$ cat config.mk
export PLATFORM = sky130hd
export DESIGN_NAME = seq_mult_nbit
export DESIGN_NICKNAME = d
export VERILOG_FILES = /design/src/rtl/seq_mult_nbit.sv
export SDC_FILE = /design/constraint.sdc
export NUM_CORES = 1
export LEC_CHECK = 0
export CAP_MARGIN = 30
export CORE_MARGIN = 2
export CORE_UTILIZATION = 25
export DETAILED_ROUTE_END_ITERATION = 16
export PLACE_DENSITY = 0.47
export SLEW_MARGIN = 0
export SYNTH_ARGS = -nofsm -noshare
export SYNTH_HDL_FRONTEND = slang
export SYNTH_SLANG_ARGS = --single-unit
$ cat constraint.sdc
create_clock -name clk -period 8.8 [get_ports clk]
set_input_delay 1.76 -clock clk [delete_from_list [all_inputs] [get_ports clk]]
set_output_delay 1.76 -clock clk [all_outputs]
set_load 0.01 [all_outputs]
$ cat src/rtl/seq_mult_nbit.sv
//
// seq_mult_nbit
// -------------
// Multicycle N x N multiplier with valid/ready handshakes on both sides.
// The multiplier operand is retired K bits per clock: each BUSY cycle adds
// one K x N partial product, shifted into place, to a 2N-bit accumulator.
// An operation therefore takes N/K cycles from accept to result.
//
// Optional feature (macro SEQ_MULT_SIGNED_EN):
//   defined   - adds the 'sgn' input; sgn=1 treats a and b as two's
//               complement and produces a two's-complement product, sgn=0
//               is plain unsigned. Operands are converted to magnitudes on
//               accept and the result is negated on completion.
//   undefined - unsigned only, no 'sgn' port, no negation logic.
//
// Parameters:
//   N  operand width (multiple of K, N >= 4)
//   K  multiplier bits retired per cycle (1, 2, 4 or 8)
//
// Ports:
//   clk        rising-edge clock
//   rst_n      asynchronous active-low reset
//   in_valid   operands a, b (and sgn) are valid
//   in_ready   block accepts operands this cycle
//   a          multiplicand, N bits
//   b          multiplier, N bits
//   sgn        signed operation select (SEQ_MULT_SIGNED_EN only)
//   out_valid  product is valid
//   out_ready  consumer accepts the product this cycle
//   product    full 2N-bit product
//
// in_ready is the only combinational input-to-output path: in DONE it
// follows out_ready so a new operation can be accepted in the same cycle
// the old result is consumed.

module seq_mult_nbit #(
    parameter int N = 16,
    parameter int K = 4
) (
    input  logic           clk,
    input  logic           rst_n,
    input  logic           in_valid,
    output logic           in_ready,
    input  logic [N-1:0]   a,
    input  logic [N-1:0]   b,
`ifdef SEQ_MULT_SIGNED_EN
    input  logic           sgn,
`endif
    output logic           out_valid,
    input  logic           out_ready,
    output logic [2*N-1:0] product
);

    localparam int DIGITS = N / K;
    localparam int CW     = (DIGITS > 1) ? $clog2(DIGITS) : 1;
    localparam logic [CW-1:0] LAST_DIGIT = CW'(DIGITS - 1);

    typedef enum logic [1:0] {
        IDLE,
        BUSY,
        DONE
    } state_t;

    state_t          state;
    state_t          state_next;

    logic            accept;
    logic            step;
    logic            last_digit;

    logic [N-1:0]    mcand;
    logic [N-1:0]    mplier;
    logic [N-1:0]    mcand_in;
    logic [N-1:0]    mplier_in;
    logic [CW-1:0]   count;
    logic [K-1:0]    digit;
    logic [2*N-1:0]  acc;
    logic [2*N-1:0]  partial;
    logic [2*N-1:0]  acc_next;
    logic [2*N-1:0]  result;

`ifdef SEQ_MULT_SIGNED_EN
    logic            neg_a;
    logic            neg_b;
    logic            res_neg;

    // Operands are stored as magnitudes so the digit loop is always
    // unsigned. -2^(N-1) maps to 2^(N-1), which still fits in N unsigned
    // bits, so no extra width is needed.
    always_comb begin
        neg_a     = sgn & a[N-1];
        neg_b     = sgn & b[N-1];
        mcand_in  = neg_a ? -a : a;
        mplier_in = neg_b ? -b : b;
    end
`else
    // Unsigned-only build: operands are latched as-is.
    always_comb begin
        mcand_in  = a;
        mplier_in = b;
    end
`endif

    // One digit of the multiplier per cycle. The digit is picked by the
    // counter rather than by shifting the multiplier register, so the
    // latched operand stays intact for the whole operation. The partial
    // product is formed at full accumulator width and shifted to its
    // digit position before being added in.
    always_comb begin
        digit      = K'(mplier >> (K * count));
        partial    = ({{N{1'b0}}, mcand} * {{(2*N-K){1'b0}}, digit}) << (K * count);
        acc_next   = acc + partial;
        last_digit = (count == LAST_DIGIT);
`ifdef SEQ_MULT_SIGNED_EN
        result     = res_neg ? -acc_next : acc_next;
`else
        result     = acc_next;
`endif
    end

    // State register.
    always_ff @(posedge clk or negedge rst_n) begin
        if (!rst_n) begin
            state <= IDLE;
        end else begin
            state <= state_next;
        end
    end

    // Next-state and handshake logic. From DONE a consumed result and a
    // waiting operand pair are handled on the same edge, which is what
    // lets back-to-back operations proceed without an idle bubble.
    always_comb begin
        state_next = state;
        in_ready   = 1'b0;
        out_valid  = 1'b0;
        accept     = 1'b0;
        step       = 1'b0;
        unique case (state)
            IDLE: begin
                in_ready = 1'b1;
                if (in_valid) begin
                    accept     = 1'b1;
                    state_next = BUSY;
                end
            end
            BUSY: begin
                step = 1'b1;
                if (last_digit) begin
                    state_next = DONE;
                end
            end
            DONE: begin
                out_valid = 1'b1;
                if (out_ready) begin
                    in_ready = 1'b1;
                    if (in_valid) begin
                        accept     = 1'b1;
                        state_next = BUSY;
                    end else begin
                        state_next = IDLE;
                    end
                end
            end
            default: begin
                state_next = IDLE;
            end
        endcase
    end

    // Datapath. The product register is written only when the last digit
    // is retired, so it holds the previous result throughout the next
    // operation and stays stable while the consumer applies backpressure.
    always_ff @(posedge clk or negedge rst_n) begin
        if (!rst_n) begin
            mcand   <= '0;
            mplier  <= '0;
            acc     <= '0;
            count   <= '0;
            product <= '0;
`ifdef SEQ_MULT_SIGNED_EN
            res_neg <= 1'b0;
`endif
        end else if (accept) begin
            mcand   <= mcand_in;
            mplier  <= mplier_in;
            acc     <= '0;
            count   <= '0;
`ifdef SEQ_MULT_SIGNED_EN
            res_neg <= sgn & (a[N-1] ^ b[N-1]);
`endif
        end else if (step) begin
            acc   <= acc_next;
            count <= count + CW'(1);
            if (last_digit) begin
                product <= result;
            end
        end
    end

endmodule
**Run 1: metal 1**

Scale bar: 50 um.
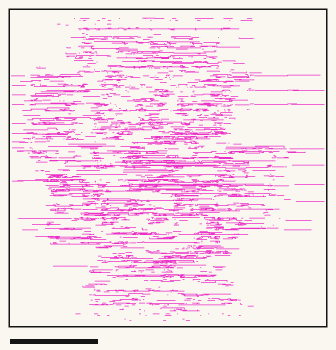
The wires run mostly horizontal. 1030 nets have wire on it. The longest straight run is 66.2 um. The layer carries 10000 um of wire.
via count: 6327
GR met1 Demand/Resource: 17.71%

**Run 1: where the registers sit**

Scale bar: 50 um. Other sequential cells in the stronger grey, the rest of the logic in the fainter grey.
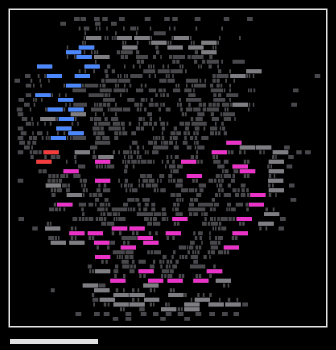
`mplier`: in blue, placed flops 16, where upper left. `state`: in red, placed flops 2. `acc`: in magenta, placed flops 32.
Another 50 sequential cells are not coloured.
final core utilization: 29.87%
share of cell area taken by flip-flops and latches: 27.31%
area taken by flip-flops and latches: 2502 um^2

**Run 1: clock wiring as the flow saved it**

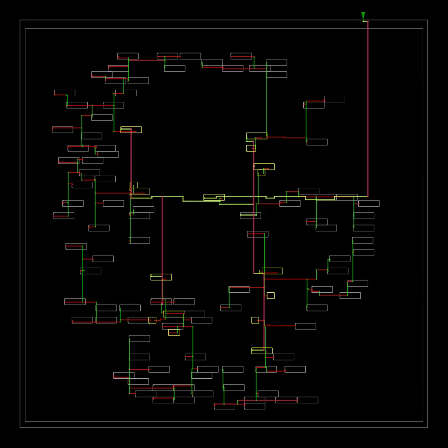
Latency at later pin: 0.37 ns
worst clock skew on the final layout: 0.01368 ns
number of clock sinks: 100

**Run 1: pin map**

Scale bar: 50 um. Pins as bars across the die edge, other pins in grey.
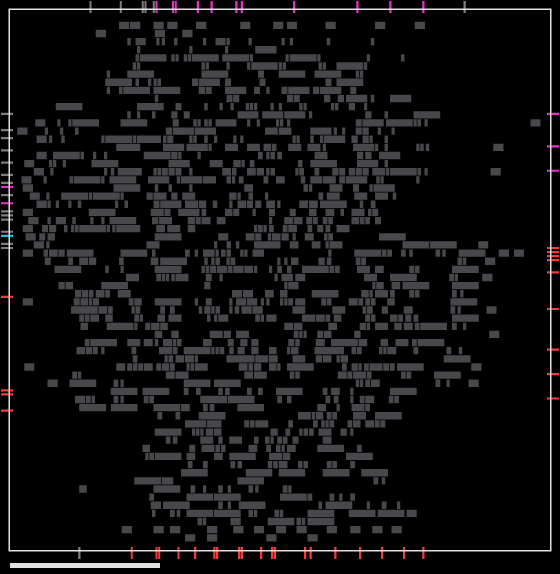
`product`: in red, pins 32, direction output, edge 19 bottom, 9 right, 4 left. `in_ready`: in cyan, pins 1, direction output, edge left. `a`: in magenta, pins 16, direction input, edge 11 top, 3 right, 2 left.
All pins by edge: 21 left, 20 bottom, 17 top, 12 right.
floorplan die width: 180.6 um
DIE HEIGHT: 180.6 um
PortBufs: 69

==> design notes, run 1 <==
Adding up every negative setup slack in the final design gives 0 ns. In the final routing, the length of wire on met1 measures 10010 um. The adder-cell share of the synthesized area works out to 16.44%.

At the floorplan stage, the core utilization is reported as 25.41%. The run gives 7794 um^2 as the summed instance area of the synthesized netlist. Along the worst hold path, the cell count comes to 2. Root buffer cell: sky130_fd_sc_hd__clkbuf_16. The run gives 1.07 ns as the worst-case register-to-register setup slack. The depth of the CTS H-tree was 3.

Post-CTS repair ended up resizing 0 cells. The clock-pin slew of the registers on the worst-case setup and hold paths came out at 0.07 ns. The share of synthesized registers carrying an async set or reset was 100.0%; the clock tree buffer count of the final layout was 10. The tools report the max-cap violation count as 0. Relative to the synthesized area, the layout overhead comes to 17.55%. The logs give 70 for the number of top-level design ports and 722 for the number of multi-input logic gates.

The script parses the final routing iteration and logs DRC violations as 0. In the final layout, the fill cell count is 3292. OpenSTA lists the critical path endpoint as product[31]$_DFFE_PN0P_.

The logs give a warning total of 26. The iteration count recorded for the first detailed-route pass is 5. The run gives 20 for the biggest fanout along the worst timing path. met2 track demand over resource after global routing is 20.32%. With the complex-gate fraction of the synthesized area at 16.81%, the timing-limited maximum frequency is 129.4 MHz. The flow ran to the end, and the final reports show no timing, DRC or antenna violations. Dividing the final minimum period by the clock period gives 87.80%. Leaving out the clock tree, the finished layout contains a buffer count of 74.

Global route summary, busiest routing layer listed as met2. The routing usage on met3 came out at 1.597%. OpenSTA, run right after detailed placement, puts the worst setup slack at 1.137 ns. Sort of element at the start of the critical path: a flip-flop.
run 1: worst max-delay path, delay by kind of cell (launching register included):
| kind | cells | cell delay [ns] |
|---|---|---|
| xor+xnor | 3 | 0.85 |
| mux | 3 | 1.15 |
| fa+ha+maj | 4 | 1.71 |
| compound gates | 13 | 2.76 |
| flops | 1 | 0.81 |
| buf+inv | 2 | 0.09 |
| simple gates | 1 | 0.24 |
==> run 2, diff against run 1 <==
--- a/config.mk
+++ b/config.mk
@@ -7,9 +7,9 @@
 export LEC_CHECK = 0
 export CAP_MARGIN = 30
 export CORE_MARGIN = 2
-export CORE_UTILIZATION = 25
+export CORE_UTILIZATION = 59
 export DETAILED_ROUTE_END_ITERATION = 16
-export PLACE_DENSITY = 0.47
+export PLACE_DENSITY = 0.87
 export SLEW_MARGIN = 0
 export SYNTH_ARGS = -nofsm -noshare
 export SYNTH_HDL_FRONTEND = slang
**Run 2: where the registers sit**

Scale bar: 20 um. Other sequential cells in the stronger grey, the rest of the logic in the fainter grey.
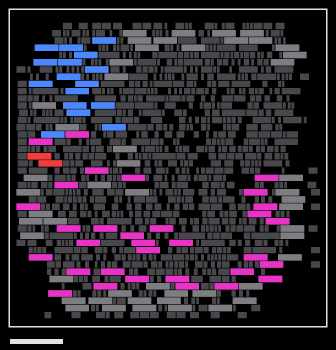
`state`: in red, placed flops 2. `acc`: in magenta, placed flops 32. `mplier`: in blue, placed flops 16, where upper left.
Another 50 sequential cells are not coloured.
final core utilization: 70.21%

==> design notes, run 2 <==
The run finished with clean final reports. The timing-limited maximum frequency came out at 130.1 MHz (+0.53%). The clock sink count was 100 (unchanged); the number of filler instances in the final layout was 987 (-70%).

Per STA, the worst path accumulates the most delay in the family AND-OR/OR-AND gates. Clock insertion delay at the later pin of the skew report: 0.37 ns (about the same). The biggest fanout along the worst timing path came out at 20 (unchanged).

With the horizontal die dimension at 118.9 um (-34%), the final sum of negative setup slack is 0 ns (unchanged). The share of synthesized registers carrying an async set or reset works out to 100.0% (unchanged). The count of unresolved DRC violations after routing is 0 (unchanged), and the effective utilization at floorplan is 61.01% (+36 points). The depth of the CTS H-tree was 3 (unchanged); the OpenROAD warning count was 26 (unchanged). The post-layout period usage of the worst path is 87.33% (-0.46 points). With the clock-pin slew of the registers on the worst-case setup and hold paths at 0.08 ns (about the same), the max-cap violation count is 0 (unchanged). The complex-gate fraction of the synthesized area came out at 16.81% (unchanged). The run gives 0 (unchanged) as the cell resize tally after clock tree synthesis. The run gives 118.9 um (-34%) for the vertical die dimension.
run 2: cell counts after synthesis:
Identical to the previous run, type by type.
run 2: area by class of cell:
class                      instances  area [um^2]  area share, %
timing repair buffer              75        798.3          8.901
multi-input combinational        722         4873          54.34
clock buffer                      11        242.7          2.706
clock inverter                     5        66.31         0.7394
sequential                       100         2502          27.90
inverter                          72        270.3          3.013
tap                              172        215.2          2.400
run 2: metal layers:
layer  routed length, um  track usage (%)  up-vias
met5                   0                0        -
met4                 341            7.589        0
met3                1130            4.023       28
met2                8317            41.24      220
met1                8150            37.90     3199
li1                    -                -     3266
==> run 3, diff against run 2 <==
--- a/config.mk
+++ b/config.mk
@@ -6,6 +6,7 @@
 export NUM_CORES = 1
 export LEC_CHECK = 0
 export CAP_MARGIN = 30
+export CORE_ASPECT_RATIO = 0.9
 export CORE_MARGIN = 2
 export CORE_UTILIZATION = 59
 export DETAILED_ROUTE_END_ITERATION = 16
**Run 3: zoomed window**

Scale bar: 20 um. Region (38, 54) to (88, 104) um. Cells in grey, sequential cells in the stronger grey; small squares are vias.
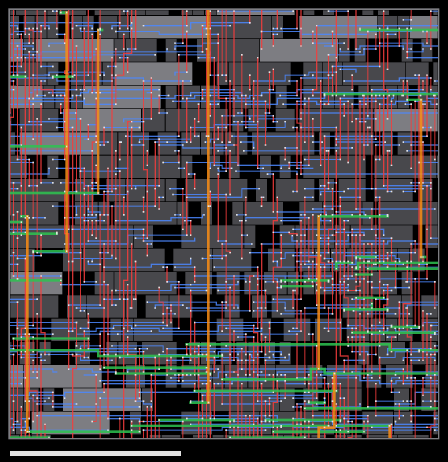
metal 1: in blue. metal 2: in red. metal 4: in orange. metal 3: in green.
Most frequent: nand2_1 (47), inv_1 (31), and2_1 (24). 237 logic cells have their middle in the window. Sequential cells in the window: 13. Netlist names of flops here include `mcand` (8), `count` (2).

==> design notes, run 3 <==
The run finished with clean final reports. For this run, the total global-route usage over all layers was measured as 27.07%.

The share of synthesized registers carrying an async set or reset came out at 100.0% (unchanged). The length of routed wiring on met1 is 8488 um (+4.1%), and the vertical die dimension is 113.0 um (-5.0%). Timing analysis after detailed placement gives a worst setup slack of 1.223 ns. The run gives 60.96% (about the same) for the effective utilization at floorplan. The number of cell instances on the worst register-to-register path was 26; the complex-gate fraction of the synthesized area was 16.81% (unchanged). The run gives 0 (unchanged) for the cell resize tally after clock tree synthesis. The post-layout period usage of the worst path is 86.74% (-0.59 points). Flip-flop cell with the highest count after synthesis: sky130_fd_sc_hd__dfrtp_1. Per the detail_route log, the uppermost layer with routed signals is met4.

The maximum buffer depth of the clock tree is 2.

The clock sink count came out at 100 (unchanged). The logs give 0.37 ns (about the same) for the clock insertion delay at the later pin of the skew report and 12780 um^2 for the area of the core. Routability congestion estimate from global placement: 0.9615.

The layer with the highest usage is met2. Timing-limited maximum frequency: 131.0 MHz (+0.68%).

The horizontal die dimension is 125.2 um (+5.2%). The run gives 0 ns (unchanged) as the final sum of negative setup slack. The top cell type by area accounts for 32.11% of the synthesized area.

The routing usage on met3 came out at 4.586% (+0.56 points). The share of the core filled with cells is 69.46% (-0.76 points). The routed length on met3 is 1119 um (-0.97%). For the depth of the CTS H-tree, the log shows 3 (unchanged).

The biggest fanout along the worst timing path was 20 (unchanged); the total met2 wirelength after detailed routing was 8443 um (+1.5%). The commonest cells after synthesis are sky130_fd_sc_hd__nand2_1, sky130_fd_sc_hd__dfrtp_1, sky130_fd_sc_hd__o21ai_0, sky130_fd_sc_hd__inv_1, sky130_fd_sc_hd__ha_1. The run gives 0 (unchanged) for the count of unresolved DRC violations after routing.

The tools report the max-cap violation count as 0 (unchanged). The OpenROAD warning count is 26 (unchanged). With the met1 track demand over resource in global routing at 38.23% (+0.33 points), the maximum cell stage delay along the critical path is 0.80 ns.

When the netlist entered floorplanning its net count stood at 1056.
[run 3: cell counts after synthesis]
No cell type changed its count.
[run 3: critical path: cells and delay by family, from the launching register on]
family / cells / cell delay [ns]
AOI/OAI and AO/OA: 12 / 2.69
adders and majority gates: 4 / 1.70
muxes: 3 / 1.07
DFF: 1 / 0.80
and+or+nand+nor: 3 / 0.65
xor gates and xnor gates: 2 / 0.56
buffers and inverters: 2 / 0.09
[run 3: area by class of cell]
class	instances	area (um^2)
inverters	72	270.3
multi-input cells	722	4873
repair buffers	73	743.2
clock inverters	6	46.29
fillers	1012	3905
well taps	164	205.2
clock buffers	10	239.0
flip-flops and latches	100	2502
